Fig. 1: wiring by layer
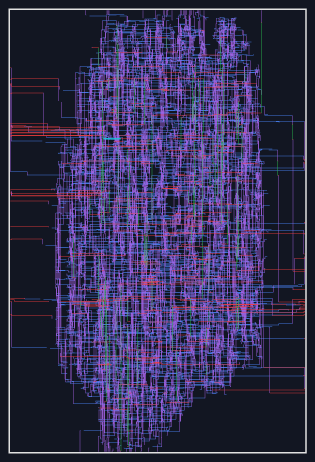
Fig. 2: clock routing
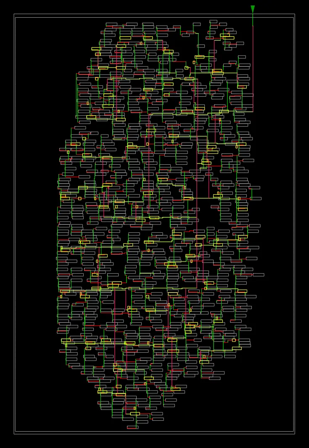
Fig. 3: I/O pins on the die edge
Pins as bars across the die edge, other pins in grey.
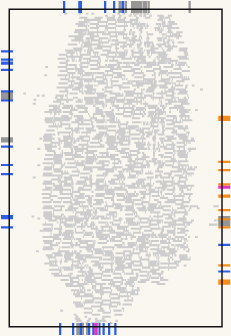
Fig. 4: sequential cells grouped by signal name
Other sequential cells in the stronger grey, the rest of the logic in the fainter grey.
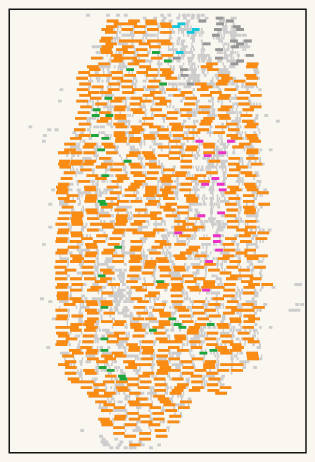
Design tone_sequencer, sky130hd; sources not shown.
==> flow_summary_export.csv <==
group,metric,value,unit
layout,largest_reg_flops,768,
yosys,syn-num-nets,3162,
power,vdd_drop_max,245,uV
critical_path,ff2ff_setup_slack,1.33,ns
final_timing,final_max_slew_viol_count,0,
clock_network,clk_path_buf_depth,3,
yosys,synth_top_area_share,66.1,%
global_routing,grt_max_degree,175,
yosys,simple_gate_area_share,22.7,%
critical_path,worst_setup_path_end_kind,"output port",
yosys,ys_seq_share,70.4,%
detailed_routing,drtAntennaViolNets,0,
final_timing,clock.fmax,0.228,GHz
critical_path,startpoint_type,"register",
layout,layout-drive-gt1-share,7.05,%
yosys,syn_area,0.0349,mm^2
detailed_routing,drtIter0Drc,1606,
clock_network,htreeDepth,3,
critical_path,reg2reg_depth,18,
clock_network,cts_tree,"yes",
layout,layout.nets,3211,
detailed_routing,via_count,23200,
yosys,ys_sh_xor,0.251,%
yosys,avgSynthCellArea,11.3,um^2
yosys,ys_sh_aoi,1.83,%
clock_network,clkSlewWorstSetupHoldPaths,0.07,ns
global_routing,grt_pass1_wl,147,mm
yosys,synth-seq-cells,843,
yosys,mux_share,0,%
die,initCoreUtil,30.4,%
global_routing,grt_pass1_vias,23100,
critical_path,worstPathRequired,4.08,ns
final_timing,hold_viol,0,
yosys,ys_cells,3094,
clock_network,cts_hold_buf,0,
min_path,hold_class,"reg2reg",
clock_network,cts_buffers,76,
clock_network,cts_setup_buffers,0,
die,ios,101,
yosys,synth_cell_type_count,34,
yosys,syn_inst,3094,
run_status,status,"completed",
final_timing,fin_crit_sh,86.0,%
place,hpwl,54.2,mm
layout,final_area,0.0402,mm^2
die,die-area,0.118,mm^2
critical_path,path_class,"reg2out",
yosys,ys_warn_count,0,
detailed_routing,vias_per_cell,4.89,
yosys,synth.logic.top_family,"simple AND/OR/NAND/NOR gates",
final_timing,tns,0,ns
final_timing,setup_violations,0,
place,placed_area,0.0377,mm^2
yosys,fa_ha_area_share,0.215,%
layout,area_growth_syn_to_layout,15.3,%
clock_network,cts-resized-gates,0,
job,drv_cap,0,
final_timing,max_slew.worst_pin.slew,1.13,ns
power,power_density,361,mW/mm^2
final_timing,timing.slew.headroom,24.8,%
final_timing,rsz0062_at_grt,"false",
power,p_leak,14.5,nW
detailed_routing,dr.pass1.iters,5,
place,dpl.cell_count,4605,
About Fig. 1:
metal 1: shown in blue, wire length 38.2 mm. metal 4: shown in green, wire length 3390 um. metal 3: shown in red, wire length 6320 um. metal 5: shown in cyan, wire length 14.7 um. metal 2: shown in purple, wire length 51.7 mm.
GRT Util Overall: 16.9%
Total Wirelength: 99.6 mm
Avg WL per Cell: 21.0 um

About Fig. 2:
Clock Power: 5.90 mW
clk_lat worst skew: 0.67 ns
clk_skew: 0.0208 ns
Sink Count: 843

About Fig. 3:
wr_addr: shown in magenta, pins 4, direction input, edge 2 right, 2 bottom. wr_dur: shown in orange, pins 16, direction input, edge right. wr_en: shown in green, pins 1, direction input, edge bottom. wr_freq: shown in blue, pins 32, direction input, edge 14 left, 9 bottom, 7 top, 2 right.
All pins by edge: 28 right, 26 top, 26 left, 21 bottom.
Port Buffers: 100
die height: 420 um
die width: 281 um

About Fig. 4:
out_freq: shown in green, placed flops 32. note_mem: shown in orange, placed flops 768. len_q: shown in cyan, placed flops 5, where top centre. rem_q: shown in magenta, placed flops 16.
Another 22 sequential cells are not coloured.
Core Util, Final: 35.0%
seq pwr: 7.76 mW
register area: 0.0246 mm^2
Seq area share: 61.0%

[cell usage in the layout (no fill, tap or decap), types with 72 or more instances in the layout]
cell / count
nand2_1: 749
nor2_1: 120
dfxtp_1: 75
inv_1: 168
nand3_1: 728
nand3b_1: 72
a21oi_1: 72
edfxtp_1: 768
clkbuf_16: 76
clkdlybuf4s50_1: 99
[layer usage]
metal | part of all wire, % | global-route usage, %
met1 | 38 | 19.0
met2 | 52 | 30.9
met3 | 6.3 | 3.40
met4 | 3.4 | 6.74
met5 | 0.014 | 0
[area by class of cell]
| type | count | area, um^2 |
|---|---|---|
| timing repair buffer | 156 | 1640 |
| clock buffer | 103 | 2060 |
| antenna | 3 | 7.51 |
| multi-input combinational | 1889 | 8870 |
| clock inverter | 39 | 480 |
| tap | 1540 | 1930 |
| sequential | 843 | 24600 |
| fill | 11400 | 74600 |
| inverter | 177 | 683 |
[kinds of logic (layout without fill, tap and decap cells)]
| family | count (synthesis) | count (layout) |
|---|---|---|
| flops | 843 | 843 |
| simple gates | 1750 | 1750 |
| xor+xnor | 10 | 10 |
| buf+inv | 362 | 475 |
| compound gates | 123 | 123 |
| other cells | 0 | 3 |
| fa+ha+maj | 6 | 6 |
[Yosys cell counts (all sizes together)]
| cell | count |
|---|---|
| a211oi | 5 |
| a21oi | 72 |
| a31oi | 7 |
| buf | 131 |
| clkbuf | 54 |
| clkinv | 2 |
| dfxtp | 75 |
| edfxtp | 768 |
| ha | 6 |
| inv | 175 |
| nand2 | 753 |
| nand3 | 729 |
| nand3b | 72 |
| nand4 | 14 |
| nor2 | 140 |
| nor3 | 7 |
| nor3b | 1 |
| nor4 | 12 |
| o21ai | 38 |
| o31ai | 1 |
| or2 | 21 |
| or4 | 1 |
| xnor2 | 1 |
| xor2 | 9 |
[power by group]
part | switching, mW | internal [mW]
clock network | 2.61 | 3.29
registers | 0.0686 | 7.69
logic | 0.617 | 0.243
[per-stage QoR]
stage | util (%) | hold WS [ns] | setup WS (ns) | total power, mW
6_report | 35.0 | 0.452 | 0.713 | 14.5
5_1_grt | 35.0 | 0.466 | 0.539 | 15.0
4_1_cts | 35.0 | 0.459 | 0.538 | 14.6
3_5_place_dp | 32.8 | 0.447 | 0.903 | 8.78
3_3_place_gp | 32.8 | 0.435 | 0.895 | 8.77
2_1_floorplan | - | 0.418 | 1.39 | 8.38
[worst max-delay path, stage by stage (launching register included)]
cell,delay (ns)
dfxtp_1,0.40
nor4_1,0.83
nand4_1,0.15
or4_1,0.59
clkdlybuf4s50_1,0.74
No activity file was given, so power comes from the tool's default toggle rates.
